**config.mk**
```make
export PLATFORM = sky130hd
export DESIGN_NAME = mult_div_unit
export DESIGN_NICKNAME = d
export VERILOG_FILES = /design/src/rtl/mult_div_pkg.sv /design/src/rtl/mult_div_core.sv /design/src/rtl/mult_div_unit.sv
export SDC_FILE = /design/constraint.sdc
export NUM_CORES = 1
export LEC_CHECK = 0
export CAP_MARGIN = 20
export CORE_AREA = 2 2 193 195
export DETAILED_ROUTE_END_ITERATION = 16
export DIE_AREA = 0 0 195 197
export GPL_TIMING_DRIVEN = 0
export SLEW_MARGIN = 20
export SYNTH_ARGS = -nofsm -noshare
export SYNTH_HDL_FRONTEND = slang
export SYNTH_SLANG_ARGS = --single-unit
```
**constraint.sdc**
```tcl
create_clock -name clk -period 9.5 [get_ports clk]
set_input_delay 1.9 -clock clk [delete_from_list [all_inputs] [get_ports clk]]
set_output_delay 1.9 -clock clk [all_outputs]
set_load 0.01 [all_outputs]
```
**src/rtl/mult_div_pkg.sv**
```systemverilog
// ============================================================================
// Module : mult_div_pkg
// Brief  : Opcodes, FSM states and helpers shared by the HI/LO mult/div unit.
// Rev    : 1.0 - initial release
// ============================================================================
`default_nettype none

package mult_div_pkg;

    localparam logic [2:0] c_op_mult  = 3'd0;
    localparam logic [2:0] c_op_multu = 3'd1;
    localparam logic [2:0] c_op_div   = 3'd2;
    localparam logic [2:0] c_op_divu  = 3'd3;
    localparam logic [2:0] c_op_mthi  = 3'd4;
    localparam logic [2:0] c_op_mtlo  = 3'd5;

    typedef enum logic [1:0] {
        ST_IDLE = 2'd0,
        ST_MUL  = 2'd1,
        ST_DIV  = 2'd2,
        ST_FIX  = 2'd3
    } state_t;

    // True for the four opcodes that run through the iterative datapath.
    function automatic logic is_iterative(input logic [2:0] op);
        return (op == c_op_mult) || (op == c_op_multu) ||
               (op == c_op_div)  || (op == c_op_divu);
    endfunction

endpackage

`default_nettype wire

```
**src/rtl/mult_div_core.sv**
```systemverilog
// ============================================================================
// Module : mult_div_core
// Brief  : Unsigned shift-add multiply / restoring divide datapath, one step per clock.
// Rev    : 1.0 - initial release
// ============================================================================
`default_nettype none

module mult_div_core #(
    parameter int WIDTH = 32
) (
    input  logic             clk,
    input  logic             rst,
    input  logic             load,
    input  logic             step,
    input  logic             div_mode,
    input  logic [WIDTH-1:0] a,
    input  logic [WIDTH-1:0] b,
    output logic [WIDTH-1:0] upper,
    output logic [WIDTH-1:0] lower
);

    // Multiply: upper = partial product, lower = remaining multiplier bits.
    // Divide  : upper = partial remainder, lower = dividend bits / quotient.
    logic [WIDTH-1:0] r_upper;
    logic [WIDTH-1:0] r_lower;
    logic [WIDTH-1:0] r_b;

    logic [WIDTH:0]   w_sum;
    logic [WIDTH:0]   w_shift;
    logic             w_ge;
    logic [WIDTH-1:0] w_sub;

    always_comb begin
        w_sum   = {1'b0, r_upper} + (r_lower[0] ? {1'b0, r_b} : {(WIDTH+1){1'b0}});
        w_shift = {r_upper, r_lower[WIDTH-1]};
        w_ge    = (w_shift >= {1'b0, r_b});
        // Remainder stays below the divisor, so the difference fits in WIDTH bits.
        w_sub   = w_shift[WIDTH-1:0] - r_b;
    end

    always_ff @(posedge clk or posedge rst) begin
        if (rst) begin
            r_upper <= '0;
            r_lower <= '0;
            r_b     <= '0;
        end else if (load) begin
            r_upper <= '0;
            r_lower <= a;
            r_b     <= b;
        end else if (step) begin
            if (!div_mode) begin
                r_upper <= w_sum[WIDTH:1];
                r_lower <= {w_sum[0], r_lower[WIDTH-1:1]};
            end else if (w_ge) begin
                r_upper <= w_sub;
                r_lower <= {r_lower[WIDTH-2:0], 1'b1};
            end else begin
                r_upper <= w_shift[WIDTH-1:0];
                r_lower <= {r_lower[WIDTH-2:0], 1'b0};
            end
        end
    end

    assign upper = r_upper;
    assign lower = r_lower;

endmodule

`default_nettype wire

```
**src/rtl/mult_div_unit.sv**
```systemverilog
// ============================================================================
// Module : mult_div_unit
// Brief  : Iterative MULT/MULTU/DIV/DIVU/MTHI/MTLO unit owning architectural HI/LO.
// Rev    : 1.0 - initial release
// ============================================================================
`default_nettype none

module mult_div_unit
    import mult_div_pkg::*;
#(
    parameter int WIDTH = 32,
    parameter int CNT_W = 6
) (
    input  logic             clk,
    input  logic             rst,
    input  logic             start,
    input  logic [2:0]       op,
    input  logic [WIDTH-1:0] rs_val,
    input  logic [WIDTH-1:0] rt_val,
    output logic [WIDTH-1:0] hi,
    output logic [WIDTH-1:0] lo,
    output logic             busy,
    output logic             done
);

    state_t             r_state;
    state_t             w_next;
    logic [CNT_W-1:0]   r_cnt;
    logic [WIDTH-1:0]   r_hi;
    logic [WIDTH-1:0]   r_lo;
    logic               r_done;
    logic               r_div_mode;
    logic               r_neg_res;
    logic               r_neg_rem;
    logic               r_div0;

    logic               w_load;
    logic               w_step;
    logic               w_accept;
    logic               w_signed;
    logic               w_a_neg;
    logic               w_b_neg;
    logic [WIDTH-1:0]   w_a_mag;
    logic [WIDTH-1:0]   w_b_mag;
    logic [WIDTH-1:0]   w_upper;
    logic [WIDTH-1:0]   w_lower;
    logic [2*WIDTH-1:0] w_prod;

    always_comb begin
        w_accept = start && (r_state == ST_IDLE) && is_iterative(op);
        w_signed = (op == c_op_mult) || (op == c_op_div);
        w_a_neg  = w_signed && rs_val[WIDTH-1];
        w_b_neg  = w_signed && rt_val[WIDTH-1];
        w_a_mag  = w_a_neg ? (~rs_val + 1'b1) : rs_val;
        w_b_mag  = w_b_neg ? (~rt_val + 1'b1) : rt_val;
        w_prod   = {w_upper, w_lower};
    end

    mult_div_core #(
        .WIDTH (WIDTH)
    ) u_core (
        .clk      (clk),
        .rst      (rst),
        .load     (w_load),
        .step     (w_step),
        .div_mode (r_div_mode),
        .a        (w_a_mag),
        .b        (w_b_mag),
        .upper    (w_upper),
        .lower    (w_lower)
    );

    always_ff @(posedge clk or posedge rst) begin
        if (rst) begin
            r_state <= ST_IDLE;
        end else begin
            r_state <= w_next;
        end
    end

    always_comb begin
        w_next = r_state;
        w_load = 1'b0;
        w_step = 1'b0;
        case (r_state)
            ST_IDLE: begin
                if (w_accept) begin
                    w_load = 1'b1;
                    w_next = ((op == c_op_mult) || (op == c_op_multu)) ? ST_MUL : ST_DIV;
                end
            end
            ST_MUL, ST_DIV: begin
                w_step = 1'b1;
                if (r_cnt == CNT_W'(WIDTH - 1)) begin
                    w_next = ST_FIX;
                end
            end
            ST_FIX:  w_next = ST_IDLE;
            default: w_next = ST_IDLE;
        endcase
    end

    always_ff @(posedge clk or posedge rst) begin
        if (rst) begin
            r_cnt      <= '0;
            r_hi       <= '0;
            r_lo       <= '0;
            r_done     <= 1'b0;
            r_div_mode <= 1'b0;
            r_neg_res  <= 1'b0;
            r_neg_rem  <= 1'b0;
            r_div0     <= 1'b0;
        end else begin
            r_done <= 1'b0;
            case (r_state)
                ST_IDLE: begin
                    if (start && (op == c_op_mthi)) begin
                        r_hi <= rs_val;
                    end
                    if (start && (op == c_op_mtlo)) begin
                        r_lo <= rs_val;
                    end
                    if (w_accept) begin
                        r_cnt      <= '0;
                        r_div_mode <= (op == c_op_div) || (op == c_op_divu);
                        r_neg_res  <= w_a_neg ^ w_b_neg;
                        r_neg_rem  <= w_a_neg;
                        r_div0     <= (rt_val == '0);
                    end
                end
                ST_MUL, ST_DIV: begin
                    r_cnt <= r_cnt + 1'b1;
                end
                ST_FIX: begin
                    r_done <= 1'b1;
                    if (r_div_mode) begin
                        // Divide by zero forces an all-ones quotient; the remainder
                        // path already reconstructs the original dividend.
                        r_lo <= r_div0    ? '1 : (r_neg_res ? (~w_lower + 1'b1) : w_lower);
                        r_hi <= r_neg_rem ? (~w_upper + 1'b1) : w_upper;
                    end else begin
                        {r_hi, r_lo} <= r_neg_res ? (~w_prod + 1'b1) : w_prod;
                    end
                end
                default: ;
            endcase
        end
    end

    assign hi   = r_hi;
    assign lo   = r_lo;
    assign busy = (r_state != ST_IDLE);
    assign done = r_done;

endmodule

`default_nettype wire

```
Fig. 1: run 1, signal metal coverage by tile
39 x 39 tiles, from dark blue (low) to red (high), scaled to the fullest tile. Values are wire area over tile area, all layers added.
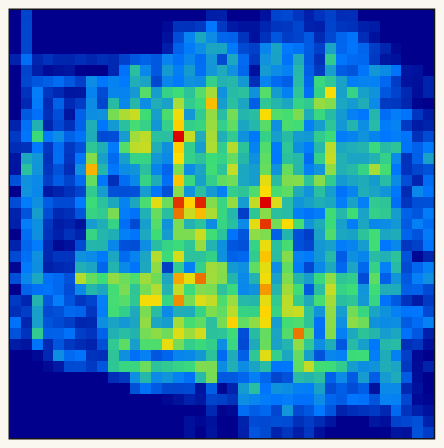
The densest ninth of the die: middle. 14% of the tiles are over half the peak. The fullest tile reaches 0.78.
Routed wire per std cell: 20.91 um
via count: 14110
GR Util All Layers: 0.2671
routed wire length: 51360 um

Fig. 2: run 1, selected gate families
The bar under the picture is 50 um long.
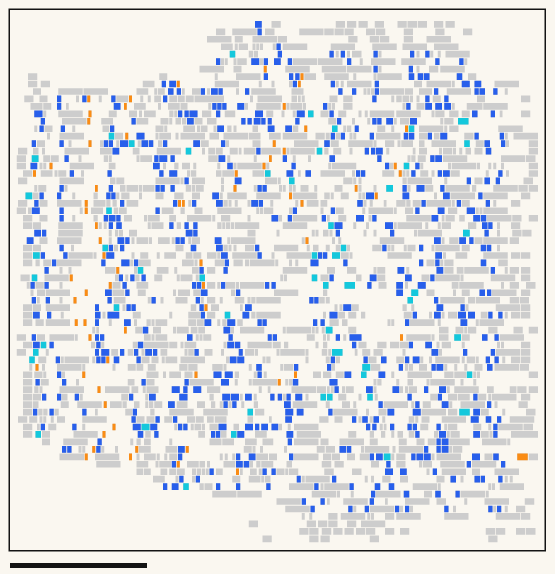
Orange stands for inv cells, cells 68, most used inv_1. Cyan stands for and/or cells, cells 53, most used or3_1. Blue stands for aoi and oai cells, cells 545, most used o21ai_0, where all over the die.
most frequent logic cell in the layout: nand2_1
logic share of the area: 0.5551

Fig. 3: run 1, wiring by layer
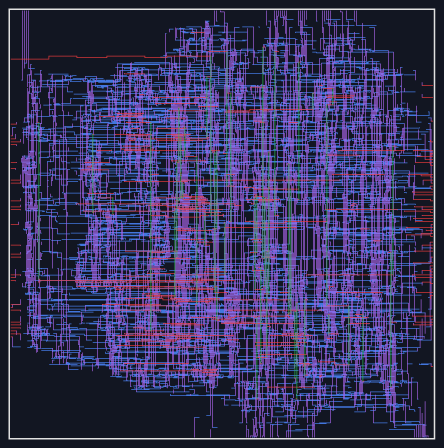
Purple stands for metal 2, wire length 24.3 mm. Green stands for metal 4, wire length 1890 um. Blue stands for metal 1, wire length 22.1 mm. Red stands for metal 3, wire length 3070 um.

Fig. 4: run 1, ports around the boundary
Pins as bars across the die edge, other pins in gray.
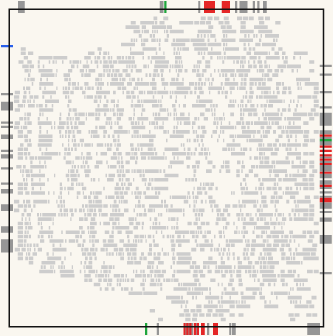
Red stands for `hi`, pins 32, direction output, edge 12 top, 10 right, 10 bottom. Blue stands for `clk`, pins 1, direction input, edge left. Green stands for `op`, pins 3, direction input, edge 1 bottom, 1 top, 1 right.
All pins by edge: 49 right, 30 top, 29 left, 28 bottom.

==> run 1: routing by layer <==
metal  track usage  part of all wire
met5             0                 0
met4        0.1117             0.037
met3       0.04021             0.060
met2        0.4487              0.47
met1        0.3440              0.43
==> run 1: final timing paths <==
| check | start | to | slack (ns) | cells past startpoint |
|---|---|---|---|---|
| setup / recovery | rt_val[6] | u_core.r_b[24] | 4.63 | 10 |
| hold / removal | u_core.r_b[18] | u_core.r_b[18] | 0.48 | 2 |
| setup reg to reg | u_core.lower[0] | u_core.upper[28] | 5.04 | 15 |
| hold reg to reg | u_core.r_b[18] | u_core.r_b[18] | 0.48 | 2 |
| max in group asynchronous | rst | u_core.r_b[0] | 6.70 | 3 |
| min in group asynchronous | rst | lo[27] | 1.93 | 2 |
==> run 1: registers in the layout, indices dropped and copies added, names as in the netlist <==
name / flops
lo: 32
r_div0: 1
r_neg_res: 1
u_core.r_b: 32
u_core.upper: 32
r_div_mode: 1
u_core.lower: 32
hi: 32
r_state: 2
done: 1
r_cnt: 6
r_neg_rem: 1
==> run 1: critical path, cell delays in order <==
cell and delay, ns:
clkdlybuf4s50_1 0.46, nor4_2 0.33, nand2b_1 0.18, or4_1 0.51
or4_1 0.47, or3_1 0.43, nor2_1 0.47, a21oi_1 0.15
xnor2_1 0.18, o21ai_0 0.09
==> run 1: metrics by stage <==
step / util / worst slack (ns)
after global routing: 0.4659 / 4.470
final: 0.4659 / 4.631
after global placement: 0.4494 / 0.3322
after CTS: 0.4658 / 4.680
after detailed placement: 0.4504 / 4.221
after floorplan: - / 2.912
==> run 1: placed cells by master, fill, tap and decap left out, types with 10 or more instances in the layout <==
| master | n |
|---|---|
| a211oi_1 | 26 |
| a21o_1 | 31 |
| a21oi_1 | 128 |
| a31oi_1 | 15 |
| buf_2 | 10 |
| clkbuf_1 | 92 |
| clkbuf_16 | 17 |
| clkdlybuf4s50_1 | 134 |
| dfrtp_1 | 173 |
| ha_1 | 72 |
| inv_1 | 65 |
| mux2i_1 | 60 |
| nand2_1 | 228 |
| nand2b_1 | 17 |
| nand3_1 | 23 |
| nor2_1 | 163 |
| nor2b_1 | 11 |
| nor3_1 | 37 |
| o211ai_1 | 42 |
| o21a_1 | 10 |
| o21ai_0 | 214 |
| o21bai_1 | 12 |
| o22ai_1 | 31 |
| o31ai_1 | 21 |
| o41ai_1 | 15 |
| or3_1 | 19 |
| xnor2_1 | 102 |
| xor2_1 | 71 |
==> run 1: power breakdown <==
part / switching (mW) / leakage [nW] / internal (mW)
Combinational: 3.32 / 4.50 / 2.18
Sequential: 0.445 / 2.07 / 1.13
Clock: 0.323 / 0.271 / 0.380
Total: 4.09 / 6.84 / 3.70
==> run 1: cell families after synthesis <==
logic type | count (synthesis) | synth area share
and+or+nand+nor | 563 | 0.1796
buffers and inverters | 174 | 0.04633
DFF | 173 | 0.3013
muxes | 62 | 0.04336
AOI/OAI and AO/OA | 604 | 0.2584
xor gates and xnor gates | 173 | 0.1055
adders and majority gates | 74 | 0.06548
==> results.yml, run 1 <==
# physical design summary
outcome:
  run_status: "complete, no violations"
clock_tree:
  cts_buffer_depth: 2
  tritoncts: "yes"
  clkLatencyLatePin_ns: 0.46
  cts.repair.resized: 0
  cts_buffers: 17
route:
  routed_via_density: 5.746
  postRouteAntennaNets: 0
  drt_iter0_markers: 1173
  drc: 0
synthesis:
  synth.most_common_cell: "nand2_1"
  synth_area_um2: 14370
  postSynthCellCount: 1823
  synth_seq_share: 0.3013
  synth_cell_types: 80
  yosys_warnings: 0
  edf_count: 0
  fp_nets: 1967
  synth_flop_count: 173
  yosysChipArea_um2: 14370
  ys_async_sr_fraction: 1.000
finish:
  syn2layout_area_growth_pct: 17.58
  seq_cells: 173
  n_all_buffers: 241
  nonClkBufAreaFrac: 0.1053
  layoutNonFillerInstCount: 2456
  seqCellArea_um2: 4329
  num-multi-input-gates: 1476
power:
  powerDensity_nw_per_um2: 460.8
  power_mw: 7.785
  power.leakage_nw: 6.838
floorplan:
  rows: 70
  die_h_um: 197
  core-area_um2: 36260
placement:
  dpl.cell_count: 2426
  gp_congestion: 0.9470
final_timing:
  relSlewSlack: 0.3689
  rsz0062_at_grt: "false"
  setup_viol: 0
  fin_crit_sh: 0.5125
  max_freq_ghz: 0.2054
global_routing:
  grt.overflow.total: 0
  first_global_vias: 13730
job:
  log.warning_count: 28
  maxCapViolations: 0
setup_path:
  critPathMaxFanout: 5
  cp.required_ns: 9.80
  crit_path_end_kind: "flop"
  path_class: "in -> reg"
worst_hold_path:
  min_path_type: "reg -> reg"
Fig. 5: run 1, clock routing
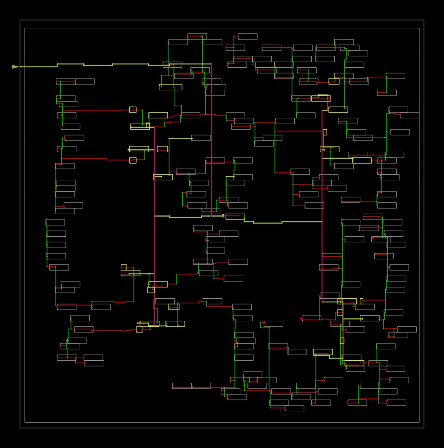

--- run 2 (diff from run 1) ---
==> constraint.sdc (replaced) <==
create_clock -name clk -period 4.9 [get_ports clk]
set_input_delay 0.98 -clock clk [delete_from_list [all_inputs] [get_ports clk]]
set_output_delay 0.98 -clock clk [all_outputs]
set_load 0.01 [all_outputs]
Fig. 6: run 2, clock routing
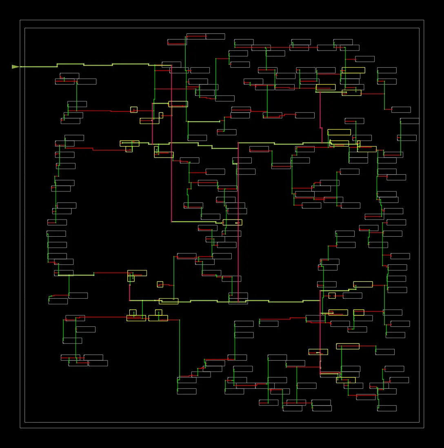
TritonCTS buffer count: 17
clk pwr: 1.47 mW
clk_skew: 0.01273 ns
Clock Sinks: 173

Fig. 7: run 2, signal metal coverage by tile
39 x 39 tiles, from dark blue (low) to red (high), scaled to the fullest tile. Values are wire area over tile area, all layers added.
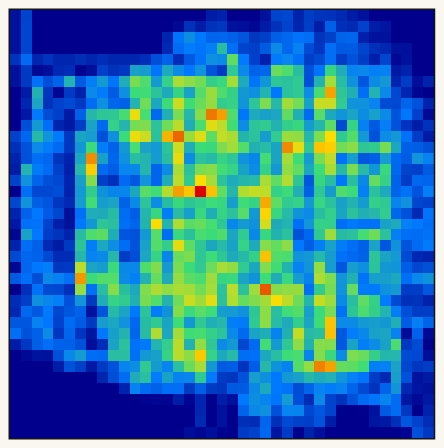
15% of the tiles are over half the peak. 14% of the tiles are nearly empty. The densest ninth of the die: middle.

Fig. 8: run 2, ports around the boundary
Pins as bars across the die edge, other pins in gray.
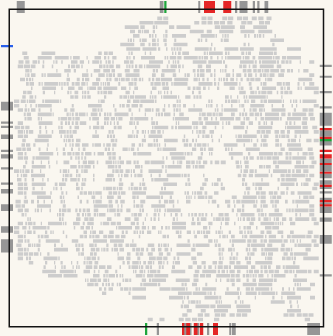
Blue stands for `clk`, pins 1, direction input, edge left. Red stands for `hi`, pins 32, direction output, edge 12 top, 10 right, 10 bottom. Green stands for `op`, pins 3, direction input, edge 1 bottom, 1 top, 1 right.
All pins by edge: 49 right, 31 top, 28 left, 28 bottom.
PortBufs: 134
die width: 195 um
DIE HEIGHT: 197 um

==> results.yml, run 2 <==
# physical design summary
power:
  comb_power_share: 0.703
  power_mw: 15.26
  powerDensity_nw_per_um2: 896.1
  p_sw_mw: 8.007
  power_frac_clock: 0.096
  p_seq_frac: 0.200
worst_hold_path:
  holdCritStartpoint: "u_core.r_b[20]"
  min_path_cells: 2
  min_path_type: "reg -> reg"
synthesis:
  postSynthCellCount: 1823
  yosys_cells: 1823
  ys_async_sr_fraction: 1.000
  edf_count: 0
  synth_cell_types: 80
  yosys_warnings: 0
  synth_area_um2: 14370
  yosysChipArea_um2: 14370
  synth.most_common_cell: "nand2_1"
setup_path:
  crit_path_end_kind: "flop"
  ff2ff_path_depth: 14
  critPathMaxFanout: 10
  path_class: "reg -> reg"
  rr_startpoint: "u_core.lower[0]"
  cp.required_ns: 5.24
  reg2reg_slack_ns: 0.40
  r2r_end: "u_core.upper[28]"
finish:
  lay_top_count: "nand2_1"
  syn2layout_area_growth_pct: 18.55
  utilization: 0.4698
final_timing:
  max_freq_ghz: 0.2223
  relSlewSlack: 0.3456
  fin_crit_sh: 0.9179
  rsz0062_at_grt: "false"
  setup_viol: 0
route:
  postRouteAntennaNets: 0
  routedWlPerCell_um: 21.07
  routed-via-count: 14360
  routed_wl_um: 51870
  drc: 0
job:
  log.warning_count: 28
  maxCapViolations: 0
clock_tree:
  cts_buffer_depth: 2
  cts.repair.resized: 0
  tritoncts: "yes"
  clkLatencyLatePin_ns: 0.47
global_routing:
  grtUsageTotal: 0.2693
  first_global_vias: 13890
outcome:
  run_status: "complete, no violations"
floorplan:
  rows: 70
placement:
  gp_congestion: 0.9486
==> run 2: worst max path at each step <==
| stage | startpoint | endpoint | cells past startpoint | slack (ns) |
|---|---|---|---|---|
| after floorplan | u_core.lower[0] | u_core.upper[28] | 15 | 1.60 |
| after global placement | rst | u_core.r_b[5] | 2 | 0.16 |
| after detailed placement | u_core.lower[0] | u_core.upper[28] | 14 | 0.53 |
| after CTS | u_core.lower[0] | u_core.upper[28] | 15 | 0.53 |
| after global routing | u_core.lower[0] | u_core.upper[28] | 15 | 0.21 |
| final | u_core.lower[0] | u_core.upper[28] | 14 | 0.40 |
==> run 2: per-layer routing <==
| metal | global-route usage | part of all wire |
|---|---|---|
| met1 | 0.3492 | 0.43 |
| met2 | 0.4579 | 0.48 |
| met3 | 0.03696 | 0.057 |
| met4 | 0.1001 | 0.035 |
| met5 | 0 | 0 |
==> run 2: kinds of logic (layout without fill, tap and decap cells) <==
group           after synthesis  in the layout  synth area share
simple gates                563            563            0.1796
compound gates              604            604            0.2584
xor+xnor                    173            173            0.1055
flops                       173            173            0.3013
fa+ha+maj                    74             74           0.06548
mux                          62             62           0.04336
buf+inv                     174            345           0.04633
==> run 2: area by class of cell <==
type | instances | area (um^2)
flip-flops and latches | 173 | 4329
well taps | 468 | 585.6
clock inverters | 12 | 160.2
repair buffers | 140 | 1469
inverters | 68 | 259.0
clock buffers | 19 | 442.9
multi-input cells | 1476 | 9378
fillers | 3726 | 19230
plain buffers | 106 | 410.4
==> run 2: stage by stage <==
step	instances	setup slack [ns]	hold WS (ns)
4_1_cts	2462	0.5288	0.4851
2_1_floorplan	1823	1.604	0.4498
3_3_place_gp	2425	0.1643	0.4617
6_report	2462	0.4023	0.4766
3_5_place_dp	2431	0.5304	0.4700
5_1_grt	2462	0.2064	0.4989
==> run 2: power groups by stage <==
stage / combinational (mW) / clock (mW) / sequential [mW]
final: 10.7 / 1.47 / 3.06
after global routing: 11.8 / 1.54 / 3.16
after CTS: 10.6 / 1.48 / 3.04
after detailed placement: 10.6 / 0 / 3.06
after global placement: 10.4 / 0 / 3.04
after floorplan: 7.32 / 0 / 2.88
==> run 2: critical path, cell delays in order, from the launching register on <==
cell      delay [ns]
dfrtp_1         0.49
inv_1           0.19
clkbuf_1        0.50
nor2_1          0.13
ha_1            0.39
o21ai_0         0.21
nor4_1          0.44
o32ai_1         0.22
o21ai_1         0.23
a31oi_1         0.24
o311ai_1        0.55
nand2_1         0.18
o21ai_0         0.29
mux2i_1         0.21
a21oi_1         0.08
Fig. 9: run 2, wiring by layer
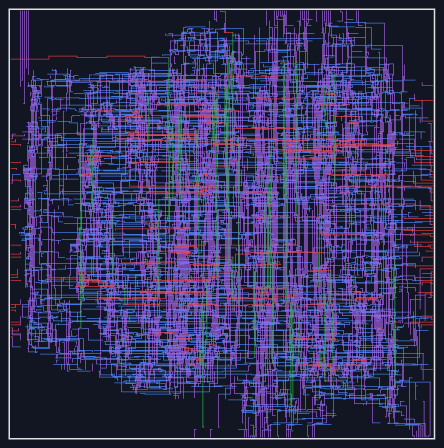

--- run 3 (diff from run 2) ---
--- a/config.mk
+++ b/config.mk
@@ -6,11 +6,14 @@
 export NUM_CORES = 1
 export LEC_CHECK = 0
 export CAP_MARGIN = 20
-export CORE_AREA = 2 2 193 195
+export CORE_AREA = 2 2 198 200
+export CTS_CLUSTER_DIAMETER = 150
 export DETAILED_ROUTE_END_ITERATION = 16
-export DIE_AREA = 0 0 195 197
+export DIE_AREA = 0 0 200 202
 export GPL_TIMING_DRIVEN = 0
+export SETUP_SLACK_MARGIN = 0.5
 export SLEW_MARGIN = 20
 export SYNTH_ARGS = -nofsm -noshare
 export SYNTH_HDL_FRONTEND = slang
+export SYNTH_HIERARCHICAL = 1
 export SYNTH_SLANG_ARGS = --single-unit
Fig. 10: run 3, wiring by layer
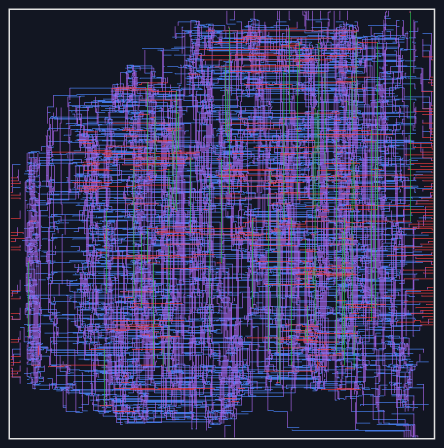
Purple stands for metal 2, wire length 27.2 mm. Blue stands for metal 1, wire length 26.3 mm. Green stands for metal 4, wire length 2440 um. Red stands for metal 3, wire length 4000 um.
via count: 15470
routed wire length: 59880 um
Routed wire per std cell: 23.15 um
GR Util All Layers: 0.2969

Fig. 11: run 3, signal metal coverage by tile
20 x 20 tiles, from dark blue (low) to red (high), scaled to the fullest tile. Values are wire area over tile area, all layers added.
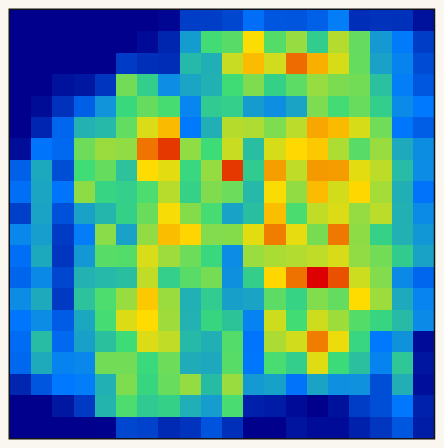
The fullest tile reaches 0.60. The emptiest ninth of the die: top left. The mean over all tiles is 0.24.

Fig. 12: run 3, selected gate families
The bar under the picture is 50 um long.
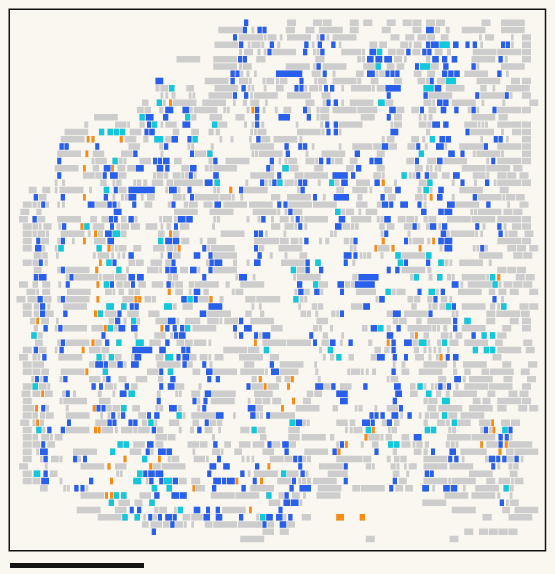
Blue stands for aoi and oai cells, cells 532, most used o21ai_0, where all over the die. Orange stands for inv cells, cells 78, most used inv_1. Cyan stands for and/or cells, cells 124, most used and2_1, where all over the die.

==> results.yml, run 3 <==
# physical design summary
setup_path:
  critPathMaxFanout: 10
  r2r_end: "u_core/upper[31]"
  rr_startpoint: "u_core/lower[0]"
  crit_path_end_kind: "flop"
  crit_path_max_incr_delay_ns: 0.79
  crit_chain: "clkdlybuf4s50_1, or2_2, clkbuf_1, inv_1, clkbuf_2, clkbuf_2, nor2_1, clkbuf_1, a32oi_1, nand3_1"
  ff2ff_path_depth: 14
synthesis:
  yosys_warnings: 6
  synth.most_common_cell: "nand2_1"
  synth_flop_count: 173
  postSynthCellCount: 1900
  synth_seq_share: 0.2853
  edf_count: 0
job:
  maxCapViolations: 0
route:
  drt_iter0_markers: 1302
  routed_via_density: 5.980
  postRouteAntennaNets: 0
outcome:
  run_status: "complete, no violations"
final_timing:
  setup_viol: 0
  fin_skew_ns: 0.01188
  max_freq_ghz: 0.2340
floorplan:
  core-area_um2: 38290
  chipWidth_um: 200
  rows: 72
global_routing:
  grt.overflow.total: 0
  first_global_vias: 14700
power:
  powerDensity_nw_per_um2: 819.1
placement:
  io_buffers: 135
  dpl_worst_slack_ns: -0.2537
clock_tree:
  cts_buffers: 17
finish:
  nFillCells: 3864
## run 3: netlist changes by cell type in the layout (fill, tap and decap cells not counted), moves of 14 or more
cell	before	now
clkbuf_1	92	77
o21ai_0	214	188
nand4_1	6	24
nand2_1	228	196
nor4_1	7	24
and3_1	6	28
and2_1	8	39
a21oi_1	128	142
o211ai_1	42	17
nand3_1	23	40
## run 3: final cells by class
class | count | area share
Multi-Input combinational cell | 1548 | 0.5683
Sequential cell | 173 | 0.2427
Timing Repair Buffer | 137 | 0.07882
Tap cell | 518 | 0.03632
Clock buffer | 22 | 0.02770
Buffer | 101 | 0.02356
Inverter | 78 | 0.01683
Clock inverter | 10 | 0.005820
## run 3: cells by family (layout without fill, tap and decap cells)
kind of cell / count (synthesis) / in the layout / share of synthesized area
DFF: 173 / 173 / 0.2853
adders and majority gates: 73 / 73 / 0.06118
buffers and inverters: 179 / 348 / 0.04675
muxes: 56 / 56 / 0.03809
xor gates and xnor gates: 147 / 147 / 0.08485
AOI/OAI and AO/OA: 591 / 591 / 0.2473
and+or+nand+nor: 681 / 681 / 0.2366
## run 3: worst max-delay path: cells and delay by family
kind                   cells  cell delay (ns)
buffers and inverters      6             2.43
AND-OR/OR-AND              1             0.19
AND/OR/NAND/NOR            3             1.07
## run 3: worst min path at each step
stage,end,depth (start not counted),slack (ns),start
floorplan,r_state[1],2,0.48,r_state[1]
global route,lo[3],2,0.50,lo[3]
CTS,lo[21],2,0.49,lo[21]
global placement,lo[3],2,0.47,lo[3]
detailed placement,lo[1],2,0.47,lo[1]
finish,lo[21],2,0.48,lo[21]
## run 3: routing by layer
metal | wire length (um) | track usage | vias to the layer above | part of all wire
met1 | 26260 | 0.3980 | 7412 | 0.44
li1 | - | - | 7254 | -
met4 | 2436 | 0.1254 | 0 | 0.041
met5 | 0 | 0 | - | 0
met3 | 4003 | 0.03638 | 123 | 0.067
met2 | 27180 | 0.4815 | 681 | 0.45
## run 3: power breakdown
part / total, mW / switching (mW) / internal (mW)
Clock: 1.42 / 0.644 / 0.773
Sequential: 3.24 / 1.11 / 2.14
Combinational: 9.95 / 6.01 / 3.94
## run 3: repair_timing
item	in CTS	in global routing
setup endpoints to repair	26	24
pin swaps	0	0
gates resized	3	3
## run 3: per-stage QoR
step	std cells	util	hold slack, ns	power [mW]
after floorplan	1900	-	0.4753	9.637
final	2587	0.4660	0.4778	14.61
after detailed placement	2555	0.4502	0.4699	13.00
after global placement	2553	0.4486	0.4659	12.88
after global routing	2587	0.4660	0.5030	15.72
after CTS	2587	0.4659	0.4852	14.44
No activity file was given, so power comes from the tool's default toggle rates.
